`src/rtl/cam_dvp_capture.sv`:
```
// DVP pixel-capture front end: synchronises the camera bus into clk, assembles pixels,
// crops/decimates the window and writes {sof, pixel} to a FIFO with overflow accounting.
module cam_dvp_capture #(
  parameter int DATA_W        = 8,
  parameter int BYTES_PER_PIX = 2,
  parameter int X0            = 0,
  parameter int Y0            = 0,
  parameter int WIN_W         = 640,
  parameter int WIN_H         = 480,
  parameter int DECIM         = 1,
  parameter int DROP_ON_OVF   = 1,
  parameter int CNT_W         = 16
) (
  input  logic                            clk,
  input  logic                            rst_n,
  input  logic                            enable,
  input  logic                            single_shot,
  input  logic                            clear_stats,
  input  logic                            cmos_pclk,
  input  logic                            cmos_href,
  input  logic                            cmos_vsync,
  input  logic [DATA_W-1:0]               cmos_db,
  input  logic                            fifo_full,
  output logic                            wr_en,
  output logic [DATA_W*BYTES_PER_PIX:0]   wr_data,
  output logic                            busy,
  output logic                            frame_done,
  output logic                            overflow,
  output logic [CNT_W-1:0]                drop_cnt
);

  localparam int PIX_W = DATA_W * BYTES_PER_PIX;
  localparam int PH_W  = (BYTES_PER_PIX > 1) ? $clog2(BYTES_PER_PIX) : 1;
  localparam int DPH_W = (DECIM > 1) ? $clog2(DECIM) : 1;
  localparam int XW    = $clog2(X0 + WIN_W + 1) + 1;
  localparam int YW    = $clog2(Y0 + WIN_H + 1) + 1;

  localparam logic [PH_W-1:0]       PH_LAST  = PH_W'(BYTES_PER_PIX - 1);
  localparam logic [DPH_W-1:0]      DPH_LAST = DPH_W'(DECIM - 1);
  localparam logic signed [XW-1:0]  X_START  = XW'(-X0);
  localparam logic signed [XW-1:0]  X_END    = XW'(WIN_W);
  localparam logic signed [YW-1:0]  Y_START  = YW'(-Y0);
  localparam logic signed [YW-1:0]  Y_END    = YW'(WIN_H);
  localparam logic [CNT_W-1:0]      CNT_MAX  = '1;

  localparam logic [1:0] S_IDLE   = 2'd0;
  localparam logic [1:0] S_ARM    = 2'd1;
  localparam logic [1:0] S_ACTIVE = 2'd2;
  localparam logic [1:0] S_DROP   = 2'd3;

  logic              pclk_s1, pclk_s2, pclk_s3;
  logic              href_s1, href_s2, href_s3;
  logic              vsync_s1, vsync_s2, vsync_s3;
  logic [DATA_W-1:0] db_s1, db_s2;

  // NOTE: flops use non-blocking assignments so each stage samples the pre-edge value.
  always_ff @(posedge clk or negedge rst_n) begin
    if (!rst_n) begin
      {pclk_s3, pclk_s2, pclk_s1}    <= '0;
      {href_s3, href_s2, href_s1}    <= '0;
      {vsync_s3, vsync_s2, vsync_s1} <= '0;
      db_s1 <= '0;
      db_s2 <= '0;
    end else begin
      {pclk_s3, pclk_s2, pclk_s1}    <= {pclk_s2, pclk_s1, cmos_pclk};
      {href_s3, href_s2, href_s1}    <= {href_s2, href_s1, cmos_href};
      {vsync_s3, vsync_s2, vsync_s1} <= {vsync_s2, vsync_s1, cmos_vsync};
      db_s1 <= cmos_db;
      db_s2 <= db_s1;
    end
  end

  logic pclk_rise, href_rise, href_fall, vsync_rise, vsync_fall;
  assign pclk_rise  =  pclk_s2 & ~pclk_s3;
  assign href_rise  =  href_s2 & ~href_s3;
  assign href_fall  = ~href_s2 &  href_s3;
  assign vsync_rise =  vsync_s2 & ~vsync_s3;
  assign vsync_fall = ~vsync_s2 &  vsync_s3;

  logic [PH_W-1:0]        byte_ph, ph_eff;
  logic [PIX_W-1:0]       pix_reg, pix_next;
  logic signed [XW-1:0]   x_pos;
  logic signed [YW-1:0]   y_pos;
  logic [DPH_W-1:0]       phase_x, phase_y;
  logic                   byte_take, pix_done, in_win;

  // A byte arriving together with href_rise starts a fresh pixel.
  assign ph_eff    = href_rise ? '0 : byte_ph;
  assign byte_take = pclk_rise & href_s2;
  assign pix_done  = byte_take & (ph_eff == PH_LAST);
  assign pix_next  = (pix_reg << DATA_W) | PIX_W'(db_s2);

  // Positions are kept relative to the window origin, so "inside" is a sign test.
  assign in_win = !x_pos[XW-1] && (x_pos < X_END) && !y_pos[YW-1] && (y_pos < Y_END) &&
                  (phase_x == '0) && (phase_y == '0);

  always_ff @(posedge clk or negedge rst_n) begin
    if (!rst_n) begin
      byte_ph <= '0;
      pix_reg <= '0;
      x_pos   <= '0;
      y_pos   <= '0;
      phase_x <= '0;
      phase_y <= '0;
    end else begin
      if (byte_take) begin
        pix_reg <= pix_next;
        byte_ph <= pix_done ? '0 : ph_eff + 1'b1;
      end else if (href_rise || href_fall) begin
        byte_ph <= '0;
      end

      if (vsync_fall || href_fall) begin
        x_pos   <= X_START;
        phase_x <= '0;
      end else if (pix_done) begin
        if (x_pos != X_END) x_pos <= x_pos + 1'b1;
        if (!x_pos[XW-1]) phase_x <= (phase_x == DPH_LAST) ? '0 : phase_x + 1'b1;
      end

      if (vsync_fall) begin
        y_pos   <= Y_START;
        phase_y <= '0;
      end else if (href_fall) begin
        if (y_pos != Y_END) y_pos <= y_pos + 1'b1;
        if (!y_pos[YW-1]) phase_y <= (phase_y == DPH_LAST) ? '0 : phase_y + 1'b1;
      end
    end
  end

  logic [1:0] state;
  logic       ss_latched, shot_done, sof_pend;
  logic       keep, ovf_evt;

  assign keep    = (state == S_ACTIVE) & pix_done & in_win;
  assign ovf_evt = keep & fifo_full;
  assign busy    = (state != S_IDLE);

  always_ff @(posedge clk or negedge rst_n) begin
    if (!rst_n) begin
      state      <= S_IDLE;
      ss_latched <= 1'b0;
      shot_done  <= 1'b0;
      sof_pend   <= 1'b0;
      wr_en      <= 1'b0;
      wr_data    <= '0;
      frame_done <= 1'b0;
      overflow   <= 1'b0;
      drop_cnt   <= '0;
    end else begin
      wr_en      <= 1'b0;
      frame_done <= 1'b0;
      // A finished single shot keeps the block idle until enable is dropped.
      if (!enable) shot_done <= 1'b0;

      case (state)
        S_IDLE: if (enable && !shot_done) state <= S_ARM;
        S_ARM: begin
          if (!enable) begin
            state <= S_IDLE;
          end else if (vsync_fall) begin
            state      <= S_ACTIVE;
            ss_latched <= single_shot;
            sof_pend   <= 1'b1;
          end
        end
        S_ACTIVE, S_DROP: begin
          if (vsync_rise) begin
            frame_done <= (state == S_ACTIVE);
            state      <= (ss_latched || !enable) ? S_IDLE : S_ARM;
            if (ss_latched && enable) shot_done <= 1'b1;
          end else if (vsync_fall && state == S_ACTIVE) begin
            sof_pend <= 1'b1;
          end else if (ovf_evt && DROP_ON_OVF != 0) begin
            state <= S_DROP;
          end
        end
        default: state <= S_IDLE;
      endcase

      if (keep && !fifo_full) begin
        wr_en    <= 1'b1;
        wr_data  <= {sof_pend, pix_next};
        sof_pend <= 1'b0;
      end

      if (ovf_evt) begin
        overflow <= 1'b1;
        if (clear_stats)              drop_cnt <= CNT_W'(1);
        else if (drop_cnt != CNT_MAX) drop_cnt <= drop_cnt + 1'b1;
      end else if (clear_stats) begin
        overflow <= 1'b0;
        drop_cnt <= '0;
      end
    end
  end

endmodule
```
`config.mk`:
```
export PLATFORM = sky130hd
export DESIGN_NAME = cam_dvp_capture
export DESIGN_NICKNAME = d
export VERILOG_FILES = /design/src/rtl/cam_dvp_capture.sv
export SDC_FILE = /design/constraint.sdc
export NUM_CORES = 1
export LEC_CHECK = 0
export CAP_MARGIN = 20
export CORE_AREA = 3 3 100 102
export DETAILED_ROUTE_END_ITERATION = 8
export DIE_AREA = 0 0 103 105
export DONT_BUFFER_PORTS = 1
export PLACE_DENSITY = 0.59
export SYNTH_ARGS = -nofsm -noshare
export SYNTH_HDL_FRONTEND = slang
export SYNTH_SLANG_ARGS = --single-unit
```
`constraint.sdc`:
```
create_clock -name clk -period 4.8 [get_ports clk]
set_input_delay 0.48 -clock clk [delete_from_list [all_inputs] [get_ports clk]]
set_output_delay 0.48 -clock clk [all_outputs]
set_load 0.005 [all_outputs]
```
==> ci_impl_report.md, run 1 <==
## Synthesis and layout report

| Metric | Value |
|---|---|
| CP endpoint | wr_data[15]$_DFFE_PN0N_ |
| Comb_multi_in | 226 |
| PD cells | 357.7 nW/um2 |
| Flops after synth | 96 |
| Startpoint class of the critical path | flip-flop |
| CP Cell Sequence | and3b_1, o2111ai_1, nor3_4, mux2_2 |
| Netlist Area Pre-Place | 4111 um2 |
| Crit. End Element | flip-flop |
| Post-CTS Hold Fix Bufs | 1 |
| DP Wirelength | 4855 um |
| Setup_tns | 0 ns |
| Largest net degree at the start of global routing | 97 |
| Placed cells | 448 |
| Gpl congestion | 0.7512 |
| Vias in the first global route | 2,490 |
| Max incr delay on CP | 0.93 ns |
| Die area | 10,820 um2 |
| Slew margin rel. | 33.63% |
| Top Registers | wr_data: 17 flops, drop_cnt: 16 flops, x_pos: 11 flops |
| Number of cells on the critical path | 4 |
| Fraction of the yosys area taken by sequential cells | 58.43% |
| Met1 Use GR | 20.15% |
| Main kind of combinational logic by area | simple AND/OR/NAND/NOR gates |
| Slew Limit Fails | 0 |
| EDFF count, synth | 0 |
| Diodes inserted | 0 |
| Fp_density | 44.71% |
| CTS Root Cell | clkbuf_8 |
| Slew @ Worst Pin | 0.9946 ns |
| Flop2flop setup slack | 1.84 ns |
| Most flops, register | wr_data |
| Clk_skew | 0.01600 ns |
| Synth Instances | 348 |
| Pre-antenna DRT Iters | 4 |
| CTS tree | built |
| Clock buf/inv share | 4.899% |
| Crit share post-route | 61.60% |
| Worst r2r dst | wr_data[15]$_DFFE_PN0N_ |
| Inverters | 14 |
| Comb power frac | 8.4% |
| Ys async rst share | 100.0% |
| Antenna violations before repair | 0 |
| Status | complete, no violations |
| Lkg Pwr | 0.001980 uW |
| Layout Area Growth over Synthesis | 8.095% |
| Count leader, synth | dfrtp_1 |
| Floorplan Nets | 372 |
| CTS max path bufs | 2 |
| Non-clk bufs | 2 |
| Top-area cell share | 58.43% |
| Total Power | 1590 uW |
| R2R depth | 4 |
| Endpoints failing hold | 0 |
| Worst-path clk slew | 0.11 ns |
| Post-DRT Antenna Nets | 0 |
| CP startpoint | href_s2$_DFF_PN0_ |
| Main power group | registers |
| MaxCap Viol Count | 0 |
| Power share of the clock group | 34.5% |
| Internal | 1143 uW |
| Final wirelength | 7399 um |
| Max FFs per register | 17 |
| Setup WS pre-CTS | 1.752 ns |
| NetSw | 447.2 uW |
| DR WL/cell | 15.91 um |
| Rows | 35 |
| Yosys Chip Area | 4111 um2 |
| Ys cells | 348 |
| Adder Share, Synth | 2.130% |
| First-pass GRT wire length | 12,390 um |
| Hold slack | 0.02002 ns |
| Area leader, netlist | dfrtp_1 |
| Via Count | 2,551 |
| Max FO, Critical Path | 19 |
| Worst vdd ir | 217.1 uV |
[run 1: cell usage in the layout (no fill, tap or decap), types with 2 or more instances in the layout]
cell type  Yosys  layout
mux2_2        27      27
nand4_1       13      13
nor4b_1        3       3
and2_1         6       6
nor2b_1        5       5
inv_1         14      14
nand4b_1       2       2
clkinv_8       0       4
nand2_1       16      16
o2111ai_1      2       2
and4_1         4       4
or3_1          5       5
inv_6          0       2
mux2i_1        3       3
ha_1           7       7
nand3_1       12      12
a21oi_1       11      11
nor4_1         4       4
nor3_1         4       4
o22ai_1        2       2
xnor2_1       10      10
and3_1         7       7
clkbuf_8       0       9
or4_1          5       5
dfrtp_1       96      96
nor2_1        33      33
or2b_1         2       2
xor2_1        12      12
or2_2          2       2
nand2b_1       3       3
o21ai_0        9       9
o31ai_1        2       2
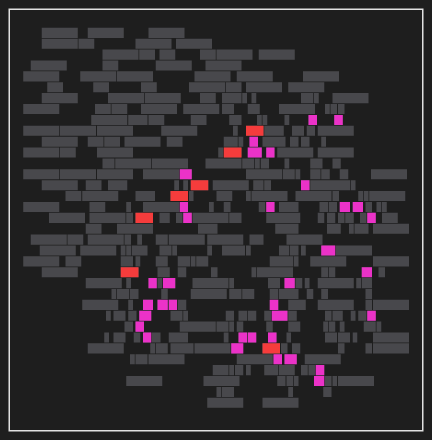
Run 1: gate families picked out
Scale: 4 px per um.
[and/or cells] magenta | cells: 35
[fa/ha/maj cells] red | cells: 7
logic share of the area: 35.95%
most numerous logic cell after layout: dfrtp_1
Cell Count, Final, Fillers Out: 465

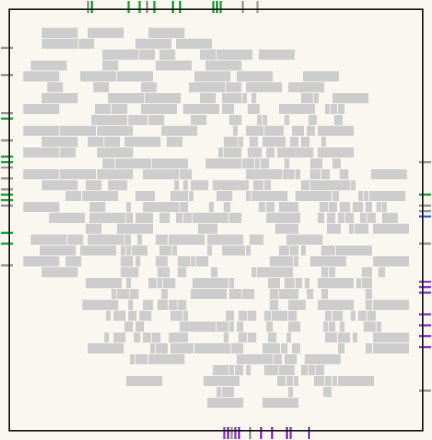
Run 1: pin placement
Scale: 4 px per um. Pins as bars across the die edge, other pins in grey.
[busy] blue | pins: 1 | direction: output | edge: right
[drop_cnt] purple | pins: 16 | direction: output | edge: 9 bottom, 7 right
[wr_data] green | pins: 17 | direction: output | edge: 9 top, 7 left, 1 right
die width: 103 um
Die H: 105 um

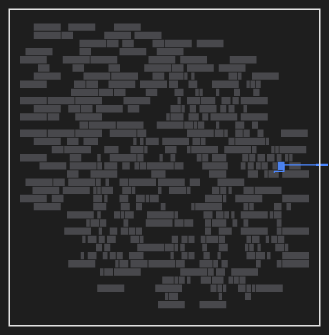
Run 1: nets reached from selected ports
Scale: 3 px per um.
[busy] blue | bits: 1 | direction: output | edge: right | end cells: 1 | wire: 17.0 um
IO Count: 54
Port Buffers: 0

Run 1, placement view:
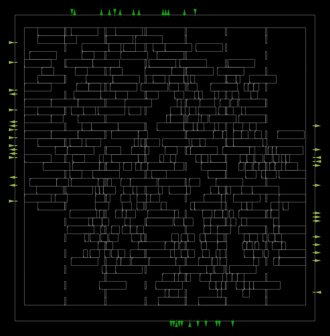

==> run 1 -> run 2 <==
- PLACE_DENSITY: 0.59 -> 0.61
- clock period: 4.8 -> 2.6 ns (I/O delays scaled with it)
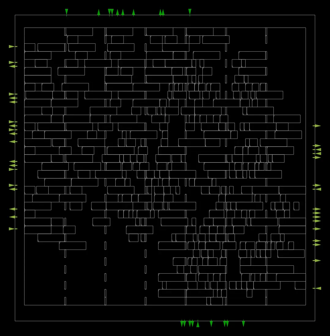
Run 2: placement view
flip-flops: 96
fill count: 799
final core utilization: 50.15%

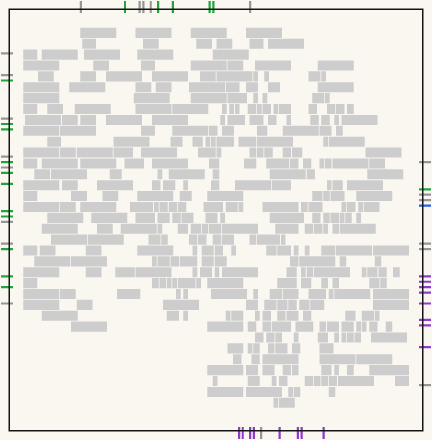
Run 2: pin placement
Scale: 4 px per um. Pins as bars across the die edge, other pins in grey.

==> run 2 against run 1 <==
Effect of this change:
- global-route usage fell by 0.069 points
- non-clock buffer count grew 18
- setup slack got worse by 1.5 ns
- area after synthesis stayed put
- critical endpoint is now drop_cnt[8]$_DFFE_PN0P_
- largest power group unchanged
==> ci_impl_report.md, run 2 <==
## Synthesis and layout report

| Metric | Value |
|---|---|
| Status | complete, no violations |
| Startpoint class of the critical path | flip-flop |
| IO Count | 54 (unchanged) |
| Max FFs per register | 17 (unchanged) |
| Via Count | 2,612 (+2.4%) |
| Die H | 105 um (unchanged) |
| CTS tree | built |
| Max incr delay on CP | 0.53 ns (-0.40 ns) |
| Total Power | 2936 uW (+85%) |
| Endpoints failing hold | 0 (unchanged) |
| CP startpoint | state[0]$_DFFE_PN0P_ |
| Flop2flop setup slack | 0.38 ns (-1.46 ns) |
| CP endpoint | drop_cnt[8]$_DFFE_PN0P_ |
| DR WL/cell | 15.06 um (-5.3%) |
| Slew Limit Fails | 0 (unchanged) |
| Die width | 103 um (unchanged) |
| Most flops, register | wr_data |
| Top-area cell share | 58.43% (unchanged) |
| Rows | 35 (unchanged) |
| Fraction of the yosys area taken by sequential cells | 58.43% (unchanged) |
| Netlist Area Pre-Place | 4111 um2 (unchanged) |
| Count leader, synth | dfrtp_1 |
| EDFF count, synth | 0 (unchanged) |
| PD cells | 636.7 nW/um2 (+78%) |
| Die area | 10,820 um2 (unchanged) |
| Flops after synth | 96 (unchanged) |
| Top logic cells by instance count in the layout | 96 x dfrtp_1, 33 x nor2_1, 27 x mux2_2, 16 x nand2_1, 14 x inv_1 |
| Adder Share, Synth | 2.130% (unchanged) |
| Main kind of combinational logic by area | simple AND/OR/NAND/NOR gates |
| Pre-antenna DRT Iters | 4 (unchanged) |
| Layout Area Growth over Synthesis | 12.17% |
| Hold slack | 0.04381 ns (+0.02379 ns) |
| Worst-path clk slew | 0.12 ns (about the same) |
| First-pass GRT wire length | 12,500 um (+0.89%) |
| Post-DRT Antenna Nets | 0 (unchanged) |
| Worst r2r dst | drop_cnt[8]$_DFFE_PN0P_ |
| DP Wirelength | 4826 um (-0.59%) |
| CTS max path bufs | 2 (unchanged) |
| MaxCap Viol Count | 0 (unchanged) |
| Area leader, netlist | dfrtp_1 |
| Largest net degree at the start of global routing | 97 (unchanged) |
| Clk_skew | 0.02121 ns (+0.005211 ns) |
| Vias in the first global route | 2,641 (+6.1%) |
| Slew @ Worst Pin | 0.5711 ns (-0.4235 ns) |
| Max FO, Critical Path | 11 (-8) |
| Gpl congestion | 0.7852 (+4.5%) |
| Setup WS pre-CTS | 0.3723 ns (-1.379 ns) |
| Floorplan Nets | 372 (unchanged) |
| Antenna violations before repair | 0 (unchanged) |
| Synth Instances | 348 (unchanged) |
| R2R depth | 5 (+1) |
| Yosys Chip Area | 4111 um2 (unchanged) |
| Lkg Pwr | 0.002059 uW (+4.0%) |
| Port Buffers | 0 (unchanged) |
| Most numerous logic cell after layout | dfrtp_1 |
| Crit share post-route | 85.35% (+24 points) |
-- run 2: cell counts after synthesis --
No cell type changed its count.
-- run 2: where the power goes --
group,internal [uW],switching [uW]
clock,394,601
sequential,1590,82.2
combinational,137,129
total,2120,812
-- run 2: routing by layer --
layer	vias to the layer above	global-route usage (%)	routed length (um)
li1	1259	-	-
met1	1298	19.93	3423
met2	49	21.45	3351
met3	6	4.272	435
met4	0	4.995	65
met5	-	0	0
-- run 2: layout make-up --
type / instances / area (um2) / share of cell area, %
sequential: 96 / 2402 / 52.09
multi-input combinational: 226 / 1598 / 34.64
tap: 111 / 138.9 / 3.011
inverter: 14 / 52.55 / 1.139
clock inverter: 7 / 93.84 / 2.035
timing repair buffer: 20 / 202.7 / 4.395
clock buffer: 9 / 123.9 / 2.686
==> run 2 -> run 3 <==
- CTS_BUF_LIST: default -> sky130_fd_sc_hd__clkbuf_16
- PLACE_DENSITY: 0.61 -> 0.59
- clock period: 2.6 -> 2.88 ns (I/O delays scaled with it)
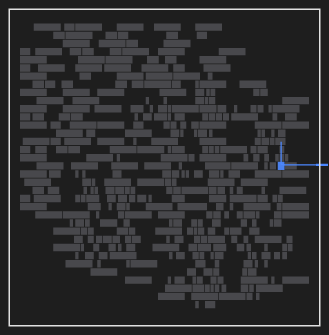
Run 3: nets reached from selected ports
Scale: 3 px per um.
[busy] blue | bits: 1 | direction: output | edge: right | end cells: 1 | wire: 19.8 um

==> run 3 against run 2 <==
Effect of this change:
- sequential power fell by about 10%
- setup slack gained 0.22 ns
- hold slack got worse by 0.031 ns
- register-to-register slack improved by 0.22 ns
- area after synthesis unchanged
- critical path depth unchanged
- clock skew is 0.011 ns lower
- critical endpoint unchanged
==> ci_impl_report.md, run 3 <==
## Synthesis and layout report

| Metric | Value |
|---|---|
| Most flops, register | wr_data |
| Nets@finish | 391 |
| GRT overflow | 0 |
| Power Clock | 1200 uW (+21%) |
| Count leader, synth | dfrtp_1 |
| Comb power frac | 8.1% (-1.0 points) |
| Post-CTS setup repair buffer count | 0 |
| NetSw | 764.8 uW (-5.9%) |
| Most numerous logic cell after layout | dfrtp_1 |
| Residual DRC count | 0 |
| Via Count | 2,639 (+1.0%) |
| CTS tree | built |
| CP Class | reg2reg |
| Worst-path clk slew | 0.07 ns (-0.05 ns) |
| Worst r2r dst | drop_cnt[8]$_DFFE_PN0P_ |
| Largest net degree at the start of global routing | 97 (unchanged) |
| CP startpoint | x_pos[8]$_DFFE_PN0P_ |
| Status | complete, no violations |
| Total Power | 2955 uW (+0.63%) |
| Fp_density | 44.71% |
| Die H | 105 um (unchanged) |
| First-pass GRT wire length | 13,010 um (+4.1%) |
| Internal | 2190 uW (+3.1%) |
| Pre-antenna DRT Iters | 4 (unchanged) |
| Slew Limit Fails | 0 (unchanged) |
| Post-CTS sizing | 0 |
| Fraction of the yosys area taken by sequential cells | 58.43% (unchanged) |
| Port Buffers | 0 (unchanged) |
| DP Wirelength | 4909 um (+1.7%) |
| IO Count | 54 (unchanged) |
| Top logic cells by instance count in the layout | 96 x dfrtp_1, 33 x nor2_1, 27 x mux2_2, 16 x nand2_1 |
| Distinct lib cells used | 48 |
| Hold slack | 0.01286 ns (-0.03095 ns) |
| MaxCap Viol Count | 0 (unchanged) |
| PD cells | 627.3 nW/um2 (-1.5%) |
| Syn_area_per_cell | 11.81 um2 |
| Main power group | registers |
| Die width | 103 um (unchanged) |
| Gpl congestion | 0.7759 (-1.2%) |
| Rows | 35 (unchanged) |
| CP endpoint | drop_cnt[8]$_DFFE_PN0P_ |
| CP Cell Sequence | o21ai_0, nand3_2, or3_1, nor3_1, mux2_1 |
| Num CTS Buffers | 9 |
| DR WL/cell | 15.43 um (+2.4%) |
| Flops after synth | 96 (unchanged) |
| Register area | 2402 um2 (unchanged) |
| Yosys warning tally | 0 |
| Max incr delay on CP | 0.54 ns (about the same) |
| Post-DRT Antenna Nets | 0 (unchanged) |
| Core area | 9196 um2 |
| Worst vdd ir | 332.7 uV |
| Crit path DAT | 2.50 ns |
| Max FFs per register | 17 (unchanged) |
| Setup_tns | 0 ns |
| Fill count | 822 (+2.9%) |
| Area leader, netlist | dfrtp_1 |
| Flop2flop setup slack | 0.60 ns (+0.22 ns) |
| Sequential power | 1510 uW (-10%) |
| Post-CTS Hold Fix Bufs | 14 |
| GRT Total Usage | 15.00% |
| Ys async rst share | 100.0% |
| Crit share post-route | 79.10% (-6.3 points) |
| Floorplan Nets | 372 (unchanged) |
| Die area | 10,820 um2 (unchanged) |
| Final core utilization | 51.22% (+1.1 points) |
| Synth Instances | 348 (unchanged) |
| Top delay family on crit path | simple AND/OR/NAND/NOR gates |
| Sequential Power Share | 51.1% (-6.0 points) |
| Top-area cell share | 58.43% (unchanged) |
| CTS max path bufs | 2 (unchanged) |
| Vias in the first global route | 2,693 (+2.0%) |
| Min-Delay Path Class | in2reg |
| R2R depth | 5 (unchanged) |
| Gate Area | 1598 um2 (unchanged) |
| Max FO, Critical Path | 11 (unchanged) |
| Sw Share | 25.88% (-1.8 points) |
| Slew @ Worst Pin | 0.5716 ns (+0.0005327 ns) |
| Startpoint class of the critical path | flip-flop |
| Endpoints failing hold | 0 (unchanged) |
| Yosys Chip Area | 4111 um2 (unchanged) |
| Lkg Pwr | 0.002103 uW (+2.1%) |
| Combinational Power | 240 uW (-10%) |
| Clk_skew | 0.01045 ns (-0.01076 ns) |
| EDFF count, synth | 0 (unchanged) |
| Htree depth | 3 |
| Placed cells | 452 |
| Antenna violations before repair | 0 (unchanged) |
| Power share of the clock group | 40.7% (+6.8 points) |
| Setup WS pre-CTS | 0.6502 ns (+0.2779 ns) |
| Netlist Area Pre-Place | 4111 um2 (unchanged) |
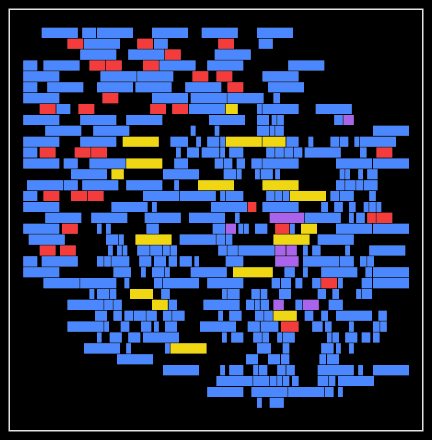
Run 3: drive-strength map
Scale: 4 px per um.
[_2 cells] red | cells: 31
[_0 and _1 cells] blue | cells: 316
[_6 and larger] yellow | cells: 17
[_3 and _4 cells] purple | cells: 8
final worst setup slack: 0.6021 ns
Final Instance Area: 4711 um2
Layout Area Growth over Synthesis: 14.58%
Non-clk bufs: 20

run 3: area by class of cell:
class | count | area share [%]
Clock buffer | 9 | 4.781
Tap cell | 111 | 2.948
Sequential cell | 96 | 51.00
Clock inverter | 7 | 1.886
Timing Repair Buffer | 20 | 4.356
Multi-Input combinational cell | 226 | 33.92
Inverter | 14 | 1.116
run 3: cell families after synthesis:
family          count (synthesis)  share of synthesized area [%]
mux                            31                          8.399
buf+inv                        26                          2.708
simple gates                  135                          19.14
compound gates                 31                          4.504
xor+xnor                       22                          4.686
fa+ha+maj                       7                          2.130
flops                          96                          58.43
run 3: routing by layer:
layer / vias to the layer above / global-route usage [%] / wire length (um)
met2: 50 / 22.96 / 3479
met5: - / 0 / 0
met1: 1321 / 21.11 / 3479
met4: 0 / 4.718 / 91
li1: 1260 / - / -
met3: 8 / 3.338 / 401
Power is estimated from default activity; no workload was simulated.
